Figure 1. Wiring by layer.
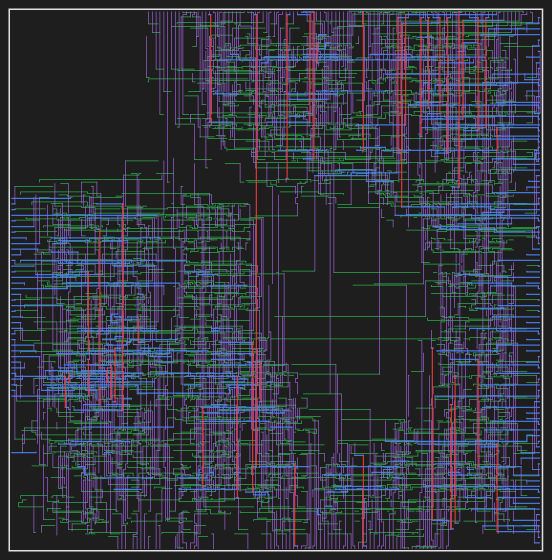
Figure 2. Routed metal per tile.
The die is cut into 26 by 26 equal tiles; black is low, pale yellow is high, scaled to the fullest tile. Values are wire area over tile area, all layers added.
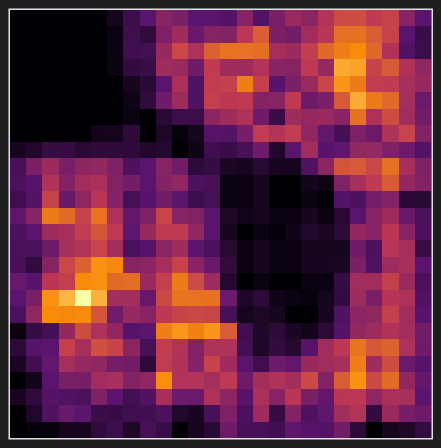
Figure 3. Signal wires on met1.
Supply wires on this layer in grey.
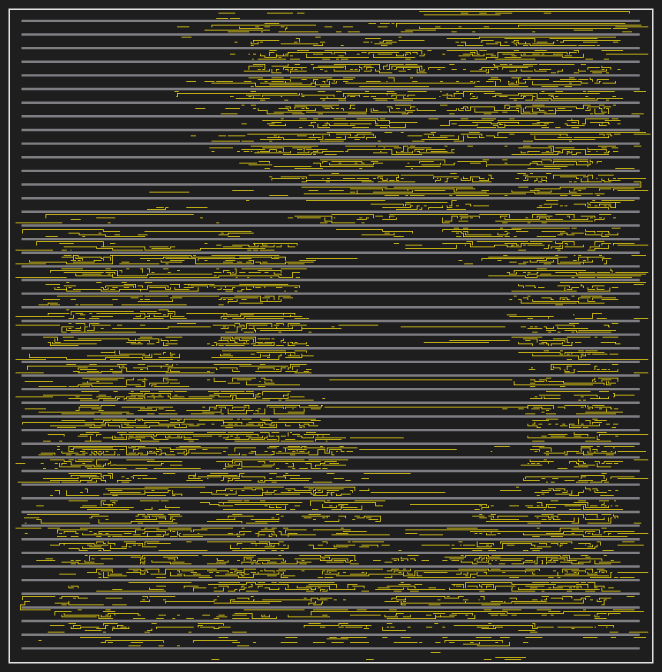
**src/rtl/decode_fwd_scoreboard.sv**
```systemverilog
// decode_fwd_scoreboard: decode-stage operand bypass with a multi-cycle producer scoreboard
module decode_fwd_scoreboard #(
  parameter int XLEN = 32,
  parameter int NUM_SRC = 2,
  parameter int STALL_CW = 4
) (
  input  logic                    clk,
  input  logic                    rst,
  input  logic [31:0]             instr_d,
  input  logic                    valid_d,
  input  logic [NUM_SRC*XLEN-1:0] rf_data_d,
  input  logic                    we_exmem,
  input  logic [4:0]              rd_exmem,
  input  logic [XLEN-1:0]         data_exmem,
  input  logic                    we_memwb,
  input  logic [4:0]              rd_memwb,
  input  logic [XLEN-1:0]         data_memwb,
  input  logic                    ml_issue,
  input  logic [4:0]              ml_rd,
  input  logic                    ml_done,
  input  logic [4:0]              ml_done_rd,
  input  logic [XLEN-1:0]         ml_done_data,
  output logic [NUM_SRC*XLEN-1:0] fwd_data_d,
  output logic                    stall_d,
  output logic [31:0]             pending,
  output logic [STALL_CW-1:0]     stall_cycles,
  output logic                    stall_sat
);
  logic [NUM_SRC-1:0] haz;
  logic [31:0] set_m, clr_m;
  logic unused_ok;
  assign unused_ok = ^{instr_d[14:0], instr_d[26:25], instr_d[31:27]};
  for (genvar g = 0; g < NUM_SRC; g++) begin : g_src
    logic [4:0] rs;
    assign rs = g == 0 ? instr_d[19:15] : g == 1 ? instr_d[24:20] : instr_d[31:27];
    assign fwd_data_d[g*XLEN +: XLEN] = rs == 5'd0 ? '0 :
                                        (we_exmem && rd_exmem == rs) ? data_exmem :
                                        (we_memwb && rd_memwb == rs) ? data_memwb :
                                        (ml_done && ml_done_rd == rs) ? ml_done_data :
                                        rf_data_d[g*XLEN +: XLEN];
    // a returning result releases its consumer in the same cycle
    assign haz[g] = rs != 5'd0 && pending[rs] && !(ml_done && ml_done_rd == rs);
  end
  assign stall_d = valid_d && |haz;
  // a producer held in decode by a stall has not issued yet, so it must not mark its rd
  assign set_m = (ml_issue && !stall_d && ml_rd != 5'd0) ? 32'd1 << ml_rd : '0;
  assign clr_m = ml_done ? 32'd1 << ml_done_rd : '0;
  assign stall_sat = &stall_cycles;
  // scoreboard: clear returning result, then set new producer so the newer one wins
  always_ff @(posedge clk or posedge rst) begin
    if (rst) pending <= '0;
    else pending <= (pending & ~clr_m) | set_m;
  end
  // saturating count of consecutive stall cycles
  always_ff @(posedge clk or posedge rst) begin
    if (rst) stall_cycles <= '0;
    else stall_cycles <= !stall_d ? '0 : stall_sat ? stall_cycles : stall_cycles + STALL_CW'(1);
  end
endmodule
```
**config.mk**
```make
export PLATFORM = sky130hd
export DESIGN_NAME = decode_fwd_scoreboard
export DESIGN_NICKNAME = d
export VERILOG_FILES = /design/src/rtl/decode_fwd_scoreboard.sv
export SDC_FILE = /design/constraint.sdc
export NUM_CORES = 1
export LEC_CHECK = 0
export ABC_AREA = 1
export CAP_MARGIN = 5
export CORE_AREA = 2 2 126 128
export DETAILED_ROUTE_END_ITERATION = 8
export DIE_AREA = 0 0 128 130
export HOLD_SLACK_MARGIN = 0.03
export PLACE_DENSITY = 0.91
export SLEW_MARGIN = 0
export SYNTH_ARGS = -nofsm -noshare
export SYNTH_HDL_FRONTEND = slang
export SYNTH_SLANG_ARGS = --single-unit
```
**constraint.sdc**
```tcl
create_clock -name clk -period 8.2 [get_ports clk]
set_clock_uncertainty 0.15 [all_clocks]
set_input_delay 2.46 -clock clk [delete_from_list [all_inputs] [get_ports clk]]
set_output_delay 2.46 -clock clk [all_outputs]
set_load 0.01 [all_outputs]
```
==> results.toml <==
# synthesis and place-and-route metrics
[outcome]
status = "finished, final reports clean"

[job]
warnings = 48

[global_route]
met3_usage_pct = 5.658
grt.busiest_layer = "met2"
grt_remaining_overflow = 0

[clock_tree]
ctsLongestPathBuffers = 2
post_cts_resized = 0
worstSkewPairLatency_ns = 0.28
cts_root_buf = "clkbuf_16"
clk_pin_slew_ns = 0.05

[synthesis]
synth_flop_count = 36
top_cell = "nand2_1"
logic_family = "simple AND/OR/NAND/NOR gates"
postSynthSeqShare_pct = 15.68
top_cell_area_share_pct = 24.96
async_reset_ff_share_pct = 100.0
aoi_share_pct = 12.89

[floorplanning]
io_pins = 321
fp-row-count = 46
initial_core_util_pct = 37.25
coreArea_um2 = 15420

[pwr]
powerSeq_mw = 0.265
powerComb_mw = 0.545

[final_layout]
comb_cells = 890
layout.area.comb_um2 = 3902
antenna_cells = 1
drive_above_1_share_pct = 3.191
syn_to_final_growth_pct = 56.08
register_area_um2 = 900.9
sh_seq_area_pct = 10.05
final_nets = 1630

[timing]
slew_headroom_pct = 38.05
hold_violations = 0

[drt]
wl_met3_mm = 2.495
met2WireLength_mm = 11.83

[critical_path]
r2r-end = "pending[19]$_DFF_PP0_"
crit_path_start_kind = "input port"
critPathMaxStageDelay_ns = 0.66
ff2ff_setup_slack_ns = 6.11
crit_chain = "clkdlybuf4s50_1, inv_1, nor2_1, nor3_1, nand3_2, buf_4, o21ai_0, nand2_1, nand3_1, nand2_1, inv_1, clkdlybuf4s50_1"

[hold_path]
hold_class = "flip-flop to flip-flop"
Notes on Figure 1 above:
green -> met1  # wire length 9470 µm
red -> met4  # wire length 1050 µm
blue -> met3  # wire length 2500 µm
purple -> met2  # wire length 11800 µm
drt wl/cell: 15.50 µm
drt total wl: 24.85 mm
vias: 8388
Global Route Usage Sum: 28.28%

Notes on Figure 2 above:
fullest tile = 0.86
densest ninth of the die = upper right
mean over tiles = 0.26
tiles over half the peak = 18%
nearly empty tiles = 11%
emptiest ninth of the die = upper left

Notes on Figure 3 above:
wire length on this layer = 9470 µm
nets with wire on the layer = 1422
met1 Track Usage GR: 34.18%

